**Run 1: track usage over the die**

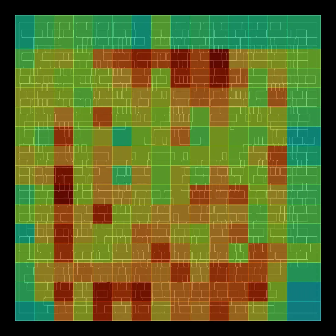
**Run 1: cell classes on the final placement**

Drawn at 3 px/um. Fill, decap, tap and diode cells in grey.
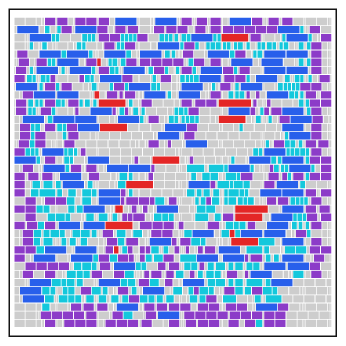
**Run 1: met3 routing**

Drawn at 4 px/um.
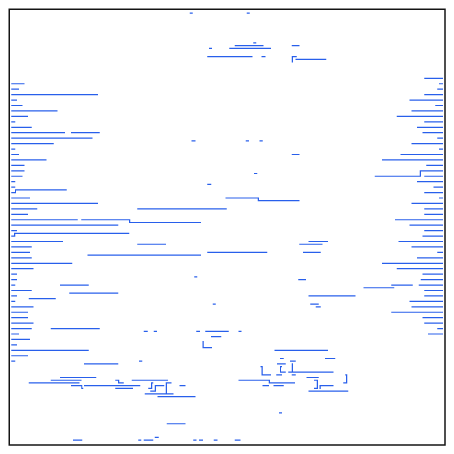
--- src/rtl/apb_fsm_controller_if.sv ---
// Bus bundle between the AHB slave stage, the APB master FSM and the APB interface stage.
// The master modport is the FSM's view; the slave modport is the surrounding bridge's view.
interface apb_fsm_controller_if #(
  parameter int ADDR_W = 32,
  parameter int DATA_W = 32,
  parameter int SEL_W  = 3
);
  logic              valid;
  logic              Hwrite;
  logic              Hwritereg;
  logic [ADDR_W-1:0] Haddr1;
  logic [ADDR_W-1:0] Haddr2;
  logic [DATA_W-1:0] Hwdata;
  logic [SEL_W-1:0]  tempselx;
  logic [DATA_W-1:0] Prdata;

  logic              Pwrite;
  logic              Penable;
  logic [SEL_W-1:0]  Pselx;
  logic [ADDR_W-1:0] Paddr;
  logic [DATA_W-1:0] Pwdata;
  logic              Hreadyout;
  logic [DATA_W-1:0] Hrdata;

  modport master (
    input  valid, Hwrite, Hwritereg, Haddr1, Haddr2, Hwdata, tempselx, Prdata,
    output Pwrite, Penable, Pselx, Paddr, Pwdata, Hreadyout, Hrdata
  );

  modport slave (
    output valid, Hwrite, Hwritereg, Haddr1, Haddr2, Hwdata, tempselx, Prdata,
    input  Pwrite, Penable, Pselx, Paddr, Pwdata, Hreadyout, Hrdata
  );
endinterface

--- src/rtl/apb_fsm_controller.sv ---
// APB master state machine of the AHB-to-APB bridge: sequences SETUP/ACCESS phases,
// including the write-data wait and pipelined back-to-back writes.
module apb_fsm_controller #(
  parameter int ADDR_W = 32,
  parameter int DATA_W = 32,
  parameter int SEL_W  = 3
) (
  input logic                 Hclk,
  input logic                 Hreset,
  apb_fsm_controller_if.master bus
);

  typedef enum logic [2:0] {
    ST_IDLE     = 3'd0,
    ST_WWAIT    = 3'd1,
    ST_READ     = 3'd2,
    ST_WRITE    = 3'd3,
    ST_WRITEP   = 3'd4,
    ST_RENABLE  = 3'd5,
    ST_WENABLE  = 3'd6,
    ST_WENABLEP = 3'd7
  } state_t;

  state_t            state_r;
  state_t            state_s;

  logic              pwrite_r,    pwrite_s;
  logic              penable_r,   penable_s;
  logic [SEL_W-1:0]  pselx_r,     pselx_s;
  logic [ADDR_W-1:0] paddr_r,     paddr_s;
  logic [DATA_W-1:0] pwdata_r,    pwdata_s;
  logic              hreadyout_r, hreadyout_s;
  logic [DATA_W-1:0] hrdata_r,    hrdata_s;

  // State and output registers; outputs load from next-state decode on the same edge.
  always_ff @(posedge Hclk) begin
    if (Hreset) begin
      state_r     <= ST_IDLE;
      pwrite_r    <= 1'b0;
      penable_r   <= 1'b0;
      pselx_r     <= {SEL_W{1'b0}};
      paddr_r     <= {ADDR_W{1'b0}};
      pwdata_r    <= {DATA_W{1'b0}};
      hreadyout_r <= 1'b1;
      hrdata_r    <= {DATA_W{1'b0}};
    end else begin
      state_r     <= state_s;
      pwrite_r    <= pwrite_s;
      penable_r   <= penable_s;
      pselx_r     <= pselx_s;
      paddr_r     <= paddr_s;
      pwdata_r    <= pwdata_s;
      hreadyout_r <= hreadyout_s;
      hrdata_r    <= hrdata_s;
    end
  end

  // Next-state decode.
  always_comb begin
    state_s = ST_IDLE;
    case (state_r)
      ST_IDLE: begin
        if (!bus.valid)      state_s = ST_IDLE;
        else if (bus.Hwrite) state_s = ST_WWAIT;
        else                 state_s = ST_READ;
      end
      ST_WWAIT: begin
        if (bus.valid) state_s = ST_WRITEP;
        else           state_s = ST_WRITE;
      end
      ST_READ:   state_s = ST_RENABLE;
      ST_WRITE: begin
        if (bus.valid) state_s = ST_WENABLEP;
        else           state_s = ST_WENABLE;
      end
      ST_WRITEP: state_s = ST_WENABLEP;
      ST_RENABLE, ST_WENABLE: begin
        if (!bus.valid)      state_s = ST_IDLE;
        else if (bus.Hwrite) state_s = ST_WWAIT;
        else                 state_s = ST_READ;
      end
      ST_WENABLEP: begin
        // The pipelined write's direction tells whether the queued transfer is a read.
        if (!bus.Hwritereg) state_s = ST_READ;
        else if (bus.valid) state_s = ST_WRITEP;
        else                state_s = ST_WRITE;
      end
      default: state_s = ST_IDLE;
    endcase
  end

  // Output register load values, selected by the state being entered.
  always_comb begin
    pwrite_s    = pwrite_r;
    penable_s   = penable_r;
    pselx_s     = pselx_r;
    paddr_s     = paddr_r;
    pwdata_s    = pwdata_r;
    hreadyout_s = hreadyout_r;
    if (state_r == ST_RENABLE) hrdata_s = bus.Prdata;
    else                       hrdata_s = hrdata_r;

    case (state_s)
      ST_READ: begin
        paddr_s     = bus.Haddr1;
        pwrite_s    = 1'b0;
        pselx_s     = bus.tempselx;
        penable_s   = 1'b0;
        hreadyout_s = 1'b0;
      end
      ST_WRITE, ST_WRITEP: begin
        // Write address is the delayed copy so it lines up with the data phase.
        paddr_s     = bus.Haddr2;
        pwdata_s    = bus.Hwdata;
        pwrite_s    = 1'b1;
        pselx_s     = bus.tempselx;
        penable_s   = 1'b0;
        hreadyout_s = 1'b0;
      end
      ST_RENABLE, ST_WENABLE, ST_WENABLEP: begin
        penable_s   = 1'b1;
        hreadyout_s = 1'b1;
      end
      ST_IDLE, ST_WWAIT: begin
        pselx_s     = {SEL_W{1'b0}};
        penable_s   = 1'b0;
        hreadyout_s = 1'b1;
      end
      default: begin
        pselx_s     = {SEL_W{1'b0}};
        penable_s   = 1'b0;
        hreadyout_s = 1'b1;
      end
    endcase
  end

  assign bus.Pwrite    = pwrite_r;
  assign bus.Penable   = penable_r;
  assign bus.Pselx     = pselx_r;
  assign bus.Paddr     = paddr_r;
  assign bus.Pwdata    = pwdata_r;
  assign bus.Hreadyout = hreadyout_r;
  assign bus.Hrdata    = hrdata_r;

endmodule

--- src/flat_wrapper.sv ---
// flat-port wrapper written by rule: the top's interface ports become plain ports
module apb_fsm_controller_flat 
#(
  parameter int ADDR_W = 32,
  parameter int DATA_W = 32,
  parameter int SEL_W  = 3
)
  (Hclk, Hreset, bus_valid, bus_Hwrite, bus_Hwritereg, bus_Haddr1, bus_Haddr2, bus_Hwdata, bus_tempselx, bus_Prdata, bus_Pwrite, bus_Penable, bus_Pselx, bus_Paddr, bus_Pwdata, bus_Hreadyout, bus_Hrdata);
  apb_fsm_controller_if #(.ADDR_W(ADDR_W), .DATA_W(DATA_W), .SEL_W(SEL_W)) bus_i ();
  input logic Hclk;
  input logic Hreset;
  input wire logic [$bits(bus_i.valid)-1:0] bus_valid;
  input wire logic [$bits(bus_i.Hwrite)-1:0] bus_Hwrite;
  input wire logic [$bits(bus_i.Hwritereg)-1:0] bus_Hwritereg;
  input wire logic [$bits(bus_i.Haddr1)-1:0] bus_Haddr1;
  input wire logic [$bits(bus_i.Haddr2)-1:0] bus_Haddr2;
  input wire logic [$bits(bus_i.Hwdata)-1:0] bus_Hwdata;
  input wire logic [$bits(bus_i.tempselx)-1:0] bus_tempselx;
  input wire logic [$bits(bus_i.Prdata)-1:0] bus_Prdata;
  output wire logic [$bits(bus_i.Pwrite)-1:0] bus_Pwrite;
  output wire logic [$bits(bus_i.Penable)-1:0] bus_Penable;
  output wire logic [$bits(bus_i.Pselx)-1:0] bus_Pselx;
  output wire logic [$bits(bus_i.Paddr)-1:0] bus_Paddr;
  output wire logic [$bits(bus_i.Pwdata)-1:0] bus_Pwdata;
  output wire logic [$bits(bus_i.Hreadyout)-1:0] bus_Hreadyout;
  output wire logic [$bits(bus_i.Hrdata)-1:0] bus_Hrdata;
  assign bus_i.valid = bus_valid;
  assign bus_i.Hwrite = bus_Hwrite;
  assign bus_i.Hwritereg = bus_Hwritereg;
  assign bus_i.Haddr1 = bus_Haddr1;
  assign bus_i.Haddr2 = bus_Haddr2;
  assign bus_i.Hwdata = bus_Hwdata;
  assign bus_i.tempselx = bus_tempselx;
  assign bus_i.Prdata = bus_Prdata;
  assign bus_Pwrite = bus_i.Pwrite;
  assign bus_Penable = bus_i.Penable;
  assign bus_Pselx = bus_i.Pselx;
  assign bus_Paddr = bus_i.Paddr;
  assign bus_Pwdata = bus_i.Pwdata;
  assign bus_Hreadyout = bus_i.Hreadyout;
  assign bus_Hrdata = bus_i.Hrdata;
  apb_fsm_controller #(.ADDR_W(ADDR_W), .DATA_W(DATA_W), .SEL_W(SEL_W)) u_core (.Hclk(Hclk), .Hreset(Hreset), .bus(bus_i));
endmodule
--- config.mk ---
export PLATFORM = sky130hd
export DESIGN_NAME = apb_fsm_controller_flat
export DESIGN_NICKNAME = d
export VERILOG_FILES = /design/src/rtl/apb_fsm_controller_if.sv /design/src/rtl/apb_fsm_controller.sv /design/src/flat_wrapper.sv
export SDC_FILE = /design/constraint.sdc
export NUM_CORES = 1
export LEC_CHECK = 0
export CAP_MARGIN = 10
export CORE_UTILIZATION = 39
export DETAILED_ROUTE_END_ITERATION = 10
export GPL_TIMING_DRIVEN = 0
export PLACE_DENSITY = 0.8
export SYNTH_ARGS = -nofsm -noshare
export SYNTH_HDL_FRONTEND = slang
export SYNTH_SLANG_ARGS = --single-unit
--- constraint.sdc ---
create_clock -name Hclk -period 1.98 [get_ports Hclk]
set_clock_uncertainty 0.05 [all_clocks]
set_input_delay 0.396 -clock Hclk [delete_from_list [all_inputs] [get_ports Hclk]]
set_output_delay 0.396 -clock Hclk [all_outputs]
set_load 0.02 [all_outputs]
==> impl_table.tex, run 1 <==
% Implementation results table
\begin{tabular}{lr}
\hline
Metric & Value \\
\hline
\multicolumn{2}{l}{\textbf{Status}} \\
Result of the run & finished clean \\
\multicolumn{2}{l}{\textbf{Clock tree}} \\
Clock latency on the worst-skew pair & 0.33 ns \\
Reg clk slew, reported paths & 0.07 ns \\
CTS tree & yes \\
Number of gates given a new drive strength after cts & 8 \\
Number of setup buffers added after CTS & 0 \\
Clock buffer count from CTS & 9 \\
Hold buffer count at CTS & 0 \\
Largest buffer count on any clock path & 2 \\
Clock tree root buffer cell & clkbuf\_16 \\
Number of H-tree branching levels & 3 \\
Number of sinks on the clock net & 105 \\
\multicolumn{2}{l}{\textbf{Place}} \\
Total half-perimeter wirelength after legalization and detailed placement & 11,500 um \\
Final GP Congestion & 0.865 \\
Placed cell count & 904 \\
Place WS & -0.440 ns \\
PortBufs & 236 \\
DP Area & 0.00696 mm\^{}2 \\
\multicolumn{2}{l}{\textbf{Power}} \\
Clock share of power & 22.5\% \\
Power Combinational & 3.74 mW \\
Seq group & 2.73 mW \\
Power drawn by the clock network & 1.88 mW \\
Net Sw Power & 3.08 mW \\
Fraction of power spent switching nets & 36.9\% \\
Logic pwr share & 44.8\% \\
Max power group & combinational cells \\
Post-layout power & 8.36 mW \\
Sequential power share & 32.7\% \\
Cell area power density & 1140 mW/mm\^{}2 \\
Largest vdd supply drop & 0.000554 V \\
Internal power of the cells & 5.27 mW \\
Static leakage & 2.58 nW \\
\multicolumn{2}{l}{\textbf{Yosys}} \\
Largest family of logic cells by area & AND-OR/OR-AND gates \\
Leading cell types by total area after synthesis & dfxtp\_1 47\%, a21oi\_1 11\%, nand2\_1 11\% \\
Synth top area share & 47.5\% \\
Leading cell types by count after synthesis & 133 x nand2\_1, 105 x dfxtp\_1, 100 x a21oi\_1 \\
Xor/xnor share of the synthesized area & 0\% \\
Share of synthesized area occupied by flip-flops and latches & 47.5\% \\
Post-synthesis cell type with the largest combined area & dfxtp\_1 \\
Post-synthesis mux area share & 0\% \\
Number of register bits inferred by synthesis & 105 \\
Number of standard cells reported by yosys & 528 \\
Synthesized-area fraction occupied by ao, oa, aoi and oai cells & 27.0\% \\
Syn Inst Count & 528 \\
Synth Net Count & 664 \\
Count of distinct cell types in the synthesized netlist & 33 \\
Top-count cell post-synth & nand2\_1 \\
Simple-gate portion of the synthesized area & 18.1\% \\
Fraction of registers with async set or reset after synthesis & 0\% \\
Synth warnings & 0 \\
Commonest flop & dfxtp\_1 \\
Post-synth tally of flip-flops with integrated enable & 0 \\
Post-synthesis cell area & 0.00443 mm\^{}2 \\
Area of the synthesized netlist per yosys stat & 0.00443 mm\^{}2 \\
Post-Synth Adder-Cell Area & 0.226\% \\
Average instance area after synthesis & 8.38 um\^{}2 \\
\multicolumn{2}{l}{\textbf{Floorplan}} \\
Effective utilization at floorplan & 40.5\% \\
I/O pin total & 238 \\
Width of the chip & 109 um \\
Die Y & 109 um \\
Die area & 0.0118 mm\^{}2 \\
Tap cell instance count & 140 \\
Site row count & 38 \\
\multicolumn{2}{l}{\textbf{Cells and area}} \\
Dominant logic cell type in the layout & clkdlybuf4s50\_1 \\
Multi-input gate area & 0.00203 mm\^{}2 \\
Nets@finish & 912 \\
Inverters & 4 \\
Data buffer area share & 36.7\% \\
Total of clock buffers placed in the layout & 10 \\
Most common logic cells in the final layout & 235 x clkdlybuf4s50\_1, 133 x nand2\_1, 105 x dfxtp\_1 \\
Buffers excl. clock & 294 \\
Synth-to-layout area growth & 65.3\% \\
Diode insertion count for antenna repair & 0 \\
Register fraction of the total cell area & 28.7\% \\
Area of all placed cells without fillers & 0.00732 mm\^{}2 \\
FILL cells & 890 \\
Multi-input comb cells & 362 \\
Clock tree cell share of total cell area & 4.26\% \\
FF+latch area & 0.00210 mm\^{}2 \\
Proportion of layout cells with a drive suffix above 1 & 8.96\% \\
Area-dominant class & buffers \\
Share of the final layout cell area in multi-input gates & 27.7\% \\
Sequential cell count of the final layout & 105 \\
Post-layout instance count excluding filler cells & 921 \\
\multicolumn{2}{l}{\textbf{STA}} \\
Final count of negative-setup-slack endpoints & 0 \\
Tightest hold margin & 0.407 ns \\
Actual transition at the worst max-transition pin & 0.623 ns \\
Relative slew margins & 58.4\% \\
Final slew viol count & 0 \\
Total negative setup slack & 0 ns \\
Final worst-path cycle share & 99.4\% \\
Final Hold Fails & 0 \\
Period minus WS final & 1.97 ns \\
Worst Slack Setup Final & 0.0115 ns \\
Fmax & 508 MHz \\
\multicolumn{2}{l}{\textbf{Run}} \\
Max-cap viol count & 0 \\
OpenROAD warning count & 26 \\
\multicolumn{2}{l}{\textbf{Critical path}} \\
Maximum single-stage delay on the critical path & 0.49 ns \\
Category of the worst setup path launch point & input pin \\
Largest driver fanout on the critical path & 10 \\
Crit-path leading delay family & buffers and inverters \\
Termination of the worst setup path & u\_core.bus.Paddr[14]\$\_SDFFE\_PP0P\_ \\
Critical path class & input pin to register \\
CP Capture Type & register \\
Number of buffers and inverters on the critical path & 4 \\
Number of cells traversed by the worst register-to-register path & 7 \\
Arrival time at the worst endpoint & 2.15 ns \\
Cell repeated most along the worst path & buf\_6 \\
Worst Path Required & 2.16 ns \\
Cell Chain, Critical Path & clkdlybuf4s50\_1 -> and2b\_1 -> a21o\_1 -> buf\_6 -> and2\_4 -> buf\_6 -> buf\_6 -> a311oi\_1 \\
WP depth & 8 \\
Beginning of the critical path & bus\_Hwrite \\
Reg2Reg Launch Point & u\_core.state\_r[2]\$\_SDFF\_PP0\_ \\
Crit path max-delay cell type & clkdlybuf4s50\_1 \\
FF-to-FF End & u\_core.bus.Paddr[14]\$\_SDFFE\_PP0P\_ \\
Register-to-register setup slack & 0.11 ns \\
\multicolumn{2}{l}{\textbf{Detailed routing}} \\
Total vias in the final route & 5,017 \\
Number of optimization iterations in the first detailed-route pass & 5 \\
Sum of routed wire length over all layers & 15,500 um \\
Met2 WL & 7570 um \\
Uppermost routed layer & met4 \\
Violation count after the first detailed-route iteration & 405 \\
Total DRC errors in the routed layout & 0 \\
Post-route antenna net violation count & 0 \\
Met3 Wirelength & 1100 um \\
M1 WL & 6280 um \\
Avg Vias per Cell & 5.45 \\
Mean routed wirelength per cell & 16.8 um \\
\multicolumn{2}{l}{\textbf{Global route}} \\
Maximum number of pins on one net before global-route repair & 17 \\
Via count of the first global-routing pass & 4,984 \\
Wire length of the first global-routing pass & 24,300 um \\
Overall global routing resource usage & 26.3\% \\
Met1 Resource Use GR & 32.9\% \\
Antenna violations before repair & 0 \\
\multicolumn{2}{l}{\textbf{Hold path}} \\
Startpoint of the worst hold path & u\_core.bus.Pwdata[24]\$\_SDFFE\_PP0P\_ \\
Number of instances on the worst hold path & 2 \\
End point of the worst hold path & u\_core.bus.Pwdata[24]\$\_SDFFE\_PP0P\_ \\
Worst min path class & register to register \\
\hline
\end{tabular}
Back to the opening pictures, 'track usage over the die':
final core area utilization: 66.9%
busiest layer in global routing: met2
met2 global-route usage: 43.1%
routing usage on met3: 4.58%

Back to the opening pictures, 'cell classes on the final placement':
- purple: remaining buffers and delay cells (cells 294; share of their area 38%)
- blue: sequential cells (cells 105; share of their area 29%)
- cyan: combinational and other logic (cells 366; share of their area 29%)
- red: clock drivers and dummy loads (cells 16; share of their area 4.4%)

Back to the opening pictures, 'met3 routing':
- nets with wire on the layer: 163
- wire length on this layer: 1,100 um
- share of all routed wire: 7.1%

## Run 2: what changed since run 1
--- a/config.mk
+++ b/config.mk
@@ -6,10 +6,10 @@
 export NUM_CORES = 1
 export LEC_CHECK = 0
 export CAP_MARGIN = 10
-export CORE_UTILIZATION = 39
+export CORE_UTILIZATION = 42
 export DETAILED_ROUTE_END_ITERATION = 10
 export GPL_TIMING_DRIVEN = 0
-export PLACE_DENSITY = 0.8
+export PLACE_DENSITY = 0.85
 export SYNTH_ARGS = -nofsm -noshare
 export SYNTH_HDL_FRONTEND = slang
 export SYNTH_SLANG_ARGS = --single-unit
==> constraint.sdc (replaced) <==
create_clock -name Hclk -period 2.45 [get_ports Hclk]
set_clock_uncertainty 0.05 [all_clocks]
set_input_delay 0.49 -clock Hclk [delete_from_list [all_inputs] [get_ports Hclk]]
set_output_delay 0.49 -clock Hclk [all_outputs]
set_load 0.02 [all_outputs]
==> run 2 against run 1 <==
Effect of this change:
- die area fell by 7.0%
- first-iteration DRC count fell by 29%
- setup slack improved by 0.22 ns
- combinational power fell by 21%
- critical path depth fell by 2
==> impl_table.tex, run 2 <==
% Implementation results table
\begin{tabular}{lr}
\hline
Metric & Value \\
\hline
\multicolumn{2}{l}{\textbf{Status}} \\
Result of the run & finished clean \\
\multicolumn{2}{l}{\textbf{Detailed routing}} \\
Total DRC errors in the routed layout & 0 (unchanged) \\
Total vias in the final route & 5,007 (-0.20\%) \\
Met3 Wirelength & 855 um (-22\%) \\
Post-route antenna net violation count & 0 (unchanged) \\
Uppermost routed layer & met4 \\
Met2 WL & 7710 um (+1.7\%) \\
\multicolumn{2}{l}{\textbf{Yosys}} \\
Post-synthesis mux area share & 0\% (unchanged) \\
Area of the synthesized netlist per yosys stat & 0.00443 mm\^{}2 (unchanged) \\
Number of register bits inferred by synthesis & 105 (unchanged) \\
Synthesized-area fraction occupied by ao, oa, aoi and oai cells & 27.0\% (unchanged) \\
Fraction of registers with async set or reset after synthesis & 0\% (unchanged) \\
Synth Net Count & 664 (unchanged) \\
Synth warnings & 0 (unchanged) \\
Share of synthesized area occupied by flip-flops and latches & 47.5\% (unchanged) \\
Largest family of logic cells by area & AND-OR/OR-AND gates \\
Post-synthesis cell area & 0.00443 mm\^{}2 (unchanged) \\
Post-Synth Adder-Cell Area & 0.226\% (unchanged) \\
Syn Inst Count & 528 (unchanged) \\
Leading cell types by total area after synthesis & dfxtp\_1 47\%, a21oi\_1 11\%, nand2\_1 11\% \\
Number of standard cells reported by yosys & 528 (unchanged) \\
\multicolumn{2}{l}{\textbf{Critical path}} \\
Reg2Reg Launch Point & u\_core.state\_r[2]\$\_SDFF\_PP0\_ \\
Largest driver fanout on the critical path & 10 (unchanged) \\
Number of cells traversed by the worst register-to-register path & 6 (-1) \\
Crit path max-delay cell type & clkdlybuf4s50\_1 \\
Arrival time at the worst endpoint & 2.42 ns (+0.27 ns) \\
Beginning of the critical path & bus\_valid \\
Critical path class & input pin to register \\
\multicolumn{2}{l}{\textbf{Power}} \\
Largest vdd supply drop & 0.000527 V (-4.7\%) \\
Clock share of power & 17.6\% (-4.9 points) \\
Net Sw Power & 2.44 mW (-21\%) \\
Internal power of the cells & 3.84 mW (-27\%) \\
Power Combinational & 2.97 mW (-21\%) \\
Static leakage & 2.50 nW (-3.3\%) \\
Seq group & 2.20 mW (-19\%) \\
Cell area power density & 877 mW/mm\^{}2 (-23\%) \\
Fraction of power spent switching nets & 38.8\% (+1.9 points) \\
Power drawn by the clock network & 1.11 mW (-41\%) \\
\multicolumn{2}{l}{\textbf{Clock tree}} \\
Largest buffer count on any clock path & 2 (unchanged) \\
Clock buffer count from CTS & 9 (unchanged) \\
Reg clk slew, reported paths & 0.11 ns (+0.04 ns) \\
CTS tree & yes \\
Clock latency on the worst-skew pair & 0.34 ns (about the same) \\
Clock tree root buffer cell & clkbuf\_8 \\
Hold buffer count at CTS & 0 (unchanged) \\
Number of gates given a new drive strength after cts & 0 (-8) \\
\multicolumn{2}{l}{\textbf{Floorplan}} \\
Effective utilization at floorplan & 43.1\% (+2.6 points) \\
Die area & 0.0110 mm\^{}2 (-7.0\%) \\
Die Y & 105 um (-3.6\%) \\
Tap cell instance count & 136 (-2.9\%) \\
Width of the chip & 105 um (-3.6\%) \\
\multicolumn{2}{l}{\textbf{STA}} \\
Final Hold Fails & 0 (unchanged) \\
Worst Slack Setup Final & 0.233 ns (+0.222 ns) \\
Period minus WS final & 2.22 ns \\
Actual transition at the worst max-transition pin & 0.592 ns (-0.0310 ns) \\
Fmax & 451 MHz \\
\multicolumn{2}{l}{\textbf{Cells and area}} \\
Multi-input comb cells & 362 (unchanged) \\
Clock tree cell share of total cell area & 2.80\% (-1.5 points) \\
Sequential cell count of the final layout & 105 (unchanged) \\
Multi-input gate area & 0.00201 mm\^{}2 (-0.86\%) \\
Nets@finish & 911 (-0.11\%) \\
Data buffer area share & 37.2\% (+0.47 points) \\
Synth-to-layout area growth & 61.7\% \\
Total of clock buffers placed in the layout & 10 (unchanged) \\
Dominant logic cell type in the layout & clkdlybuf4s50\_1 \\
Area-dominant class & buffers \\
Share of the final layout cell area in multi-input gates & 28.0\% (+0.37 points) \\
\multicolumn{2}{l}{\textbf{Place}} \\
Place WS & -0.0684 ns (+0.371 ns) \\
Placed cell count & 900 (-0.44\%) \\
DP Area & 0.00696 mm\^{}2 (about the same) \\
PortBufs & 236 (unchanged) \\
\multicolumn{2}{l}{\textbf{Run}} \\
Max-cap viol count & 0 (unchanged) \\
\multicolumn{2}{l}{\textbf{Global route}} \\
Busiest layer in global routing & met2 \\
Met2 global-route usage & 47.7\% (+4.6 points) \\
Maximum number of pins on one net before global-route repair & 18 (+1) \\
Routing usage on met3 & 4.37\% (-0.21 points) \\
\multicolumn{2}{l}{\textbf{Hold path}} \\
Worst min path class & register to register \\
\hline
\end{tabular}
**Run 2: cell classes on the final placement**

Drawn at 4 px/um. Fill, decap, tap and diode cells in grey.
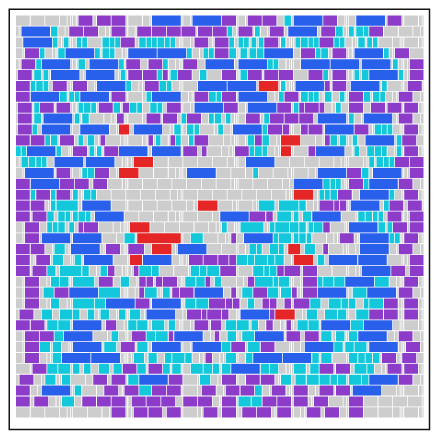
- cyan: combinational and other logic (cells 366; share of their area 29%)
- purple: remaining buffers and delay cells (cells 293; share of their area 38%)
- red: clock drivers and dummy loads (cells 15; share of their area 2.9%)
- blue: sequential cells (cells 105; share of their area 30%)
final core area utilization: 69.7%
site row count: 37
register fraction of the total cell area: 29.4%
area inside the core boundary: 0.0103 mm^2
area of all placed cells without fillers: 0.00716 mm^2

**Run 2: met3 routing**

Drawn at 4 px/um.
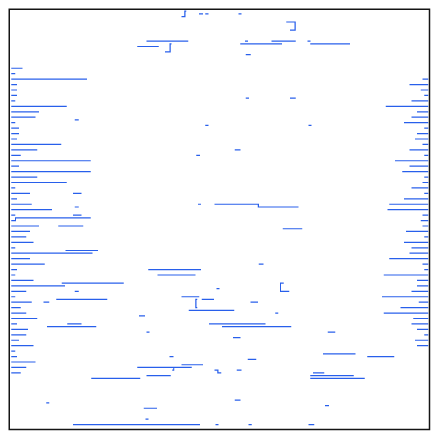
- longest straight run: 31.5 um
- share of all routed wire: 5.7%

## Run 3: what changed since run 2
--- a/config.mk
+++ b/config.mk
@@ -10,6 +10,7 @@
 export DETAILED_ROUTE_END_ITERATION = 10
 export GPL_TIMING_DRIVEN = 0
 export PLACE_DENSITY = 0.85
+export SKIP_CTS_REPAIR_TIMING = 1
 export SYNTH_ARGS = -nofsm -noshare
 export SYNTH_HDL_FRONTEND = slang
 export SYNTH_SLANG_ARGS = --single-unit
==> run 3 against run 2 <==
Effect of this change:
- global-route usage stayed put
- synthesized cell count stayed put
- routed wire length stayed put
- critical endpoint unchanged
- hold slack stayed put
- critical path depth stayed put
- combinational power hardly changed
- first-iteration DRC count stayed put
- sequential power hardly changed
- sequential cell count stayed put
==> impl_table.tex, run 3 <==
% Implementation results table
\begin{tabular}{lr}
\hline
Metric & Value \\
\hline
\multicolumn{2}{l}{\textbf{Global route}} \\
Routing usage on met3 & 4.37\% (unchanged) \\
Busiest layer in global routing & met2 \\
Maximum number of pins on one net before global-route repair & 18 (unchanged) \\
Met2 global-route usage & 47.7\% (unchanged) \\
\multicolumn{2}{l}{\textbf{Floorplan}} \\
Effective utilization at floorplan & 43.1\% (unchanged) \\
Die Y & 105 um (unchanged) \\
Width of the chip & 105 um (unchanged) \\
Die area & 0.0110 mm\^{}2 (unchanged) \\
Site row count & 37 (unchanged) \\
\multicolumn{2}{l}{\textbf{Critical path}} \\
Largest driver fanout on the critical path & 10 (unchanged) \\
Critical path class & input pin to register \\
Beginning of the critical path & bus\_valid \\
Arrival time at the worst endpoint & 2.42 ns (about the same) \\
Number of cells traversed by the worst register-to-register path & 6 (unchanged) \\
Reg2Reg Launch Point & u\_core.state\_r[2]\$\_SDFF\_PP0\_ \\
\multicolumn{2}{l}{\textbf{Detailed routing}} \\
Met2 WL & 7710 um (unchanged) \\
Post-route antenna net violation count & 0 (unchanged) \\
Total DRC errors in the routed layout & 0 (unchanged) \\
Met3 Wirelength & 855 um (unchanged) \\
\multicolumn{2}{l}{\textbf{STA}} \\
Worst Slack Setup Final & 0.233 ns (unchanged) \\
Final Hold Fails & 0 (unchanged) \\
Fmax & 451 MHz (unchanged) \\
\multicolumn{2}{l}{\textbf{Place}} \\
Placed cell count & 900 (unchanged) \\
PortBufs & 236 (unchanged) \\
DP Area & 0.00696 mm\^{}2 (unchanged) \\
Place WS & -0.0684 ns (unchanged) \\
\multicolumn{2}{l}{\textbf{Cells and area}} \\
Final core area utilization & 69.7\% (unchanged) \\
Multi-input gate area & 0.00201 mm\^{}2 (unchanged) \\
Area of all placed cells without fillers & 0.00716 mm\^{}2 (unchanged) \\
Multi-input comb cells & 362 (unchanged) \\
Register fraction of the total cell area & 29.4\% (unchanged) \\
Synth-to-layout area growth & 61.7\% (unchanged) \\
Area-dominant class & buffers \\
Nets@finish & 911 (unchanged) \\
Total of clock buffers placed in the layout & 10 (unchanged) \\
Sequential cell count of the final layout & 105 (unchanged) \\
Clock tree cell share of total cell area & 2.80\% (unchanged) \\
\multicolumn{2}{l}{\textbf{Yosys}} \\
Post-synthesis mux area share & 0\% (unchanged) \\
Post-Synth Adder-Cell Area & 0.226\% (unchanged) \\
Post-synthesis cell area & 0.00443 mm\^{}2 (unchanged) \\
Number of register bits inferred by synthesis & 105 (unchanged) \\
Leading cell types by total area after synthesis & dfxtp\_1 47\%, a21oi\_1 11\%, nand2\_1 11\% \\
Area of the synthesized netlist per yosys stat & 0.00443 mm\^{}2 (unchanged) \\
Number of standard cells reported by yosys & 528 (unchanged) \\
Syn Inst Count & 528 (unchanged) \\
Synth warnings & 0 (unchanged) \\
Synthesized-area fraction occupied by ao, oa, aoi and oai cells & 27.0\% (unchanged) \\
Share of synthesized area occupied by flip-flops and latches & 47.5\% (unchanged) \\
Fraction of registers with async set or reset after synthesis & 0\% (unchanged) \\
Post-synth tally of flip-flops with integrated enable & 0 \\
\multicolumn{2}{l}{\textbf{Power}} \\
Internal power of the cells & 3.84 mW (unchanged) \\
Cell area power density & 877 mW/mm\^{}2 (unchanged) \\
Power Combinational & 2.97 mW (about the same) \\
Largest vdd supply drop & 0.000527 V (unchanged) \\
Seq group & 2.20 mW (about the same) \\
Clock share of power & 17.6\% (about the same) \\
Power drawn by the clock network & 1.11 mW (about the same) \\
\multicolumn{2}{l}{\textbf{Clock tree}} \\
CTS tree & yes \\
Largest buffer count on any clock path & 2 (unchanged) \\
Clock buffer count from CTS & 9 (unchanged) \\
Clock tree root buffer cell & clkbuf\_8 \\
\multicolumn{2}{l}{\textbf{Hold path}} \\
Worst min path class & register to register \\
\multicolumn{2}{l}{\textbf{Run}} \\
Max-cap viol count & 0 (unchanged) \\
\multicolumn{2}{l}{\textbf{Status}} \\
Result of the run & finished clean \\
\hline
\end{tabular}
**Run 3: gate families picked out**

Drawn at 4 px/um.
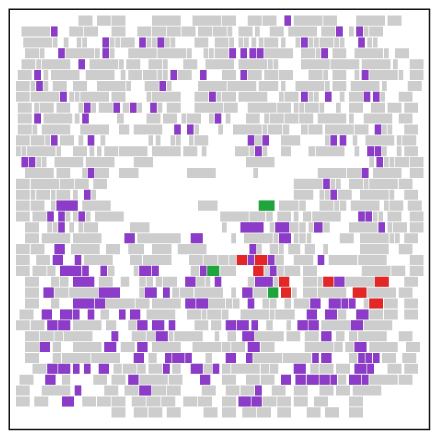
- purple: aoi and oai cells (cells 171; where widely spread)
- red: non-inverting ao/oa cells (cells 9)
- green: and/or cells (cells 3)
share of the final layout cell area in multi-input gates: 28.0%
post-layout instance count excluding filler cells: 915
dominant logic cell type in the layout: clkdlybuf4s50_1

**Run 3: met3 routing**

Drawn at 4 px/um.
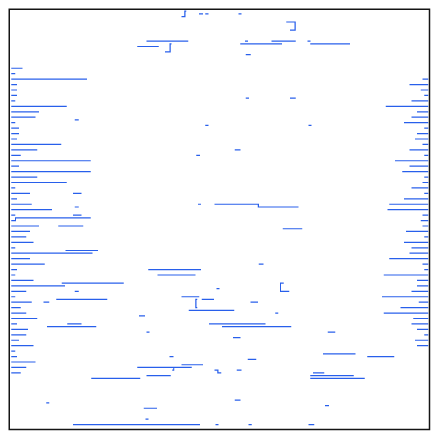
- wire length on this layer: 856 um
- main direction: horizontal
sum of routed wire length over all layers: 15,000 um
total vias in the final route: 5,007


==> layout pictures side by side <==
Drive-strength map.
Plate I
Drawn at 3 px/um.
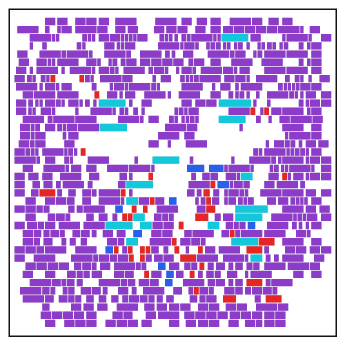
Plate II
Drawn at 4 px/um.
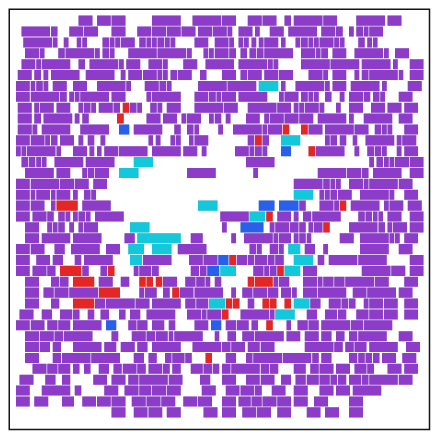
- Plate I = run 1
- Plate II = run 2

Power is estimated from default activity; no workload was simulated.
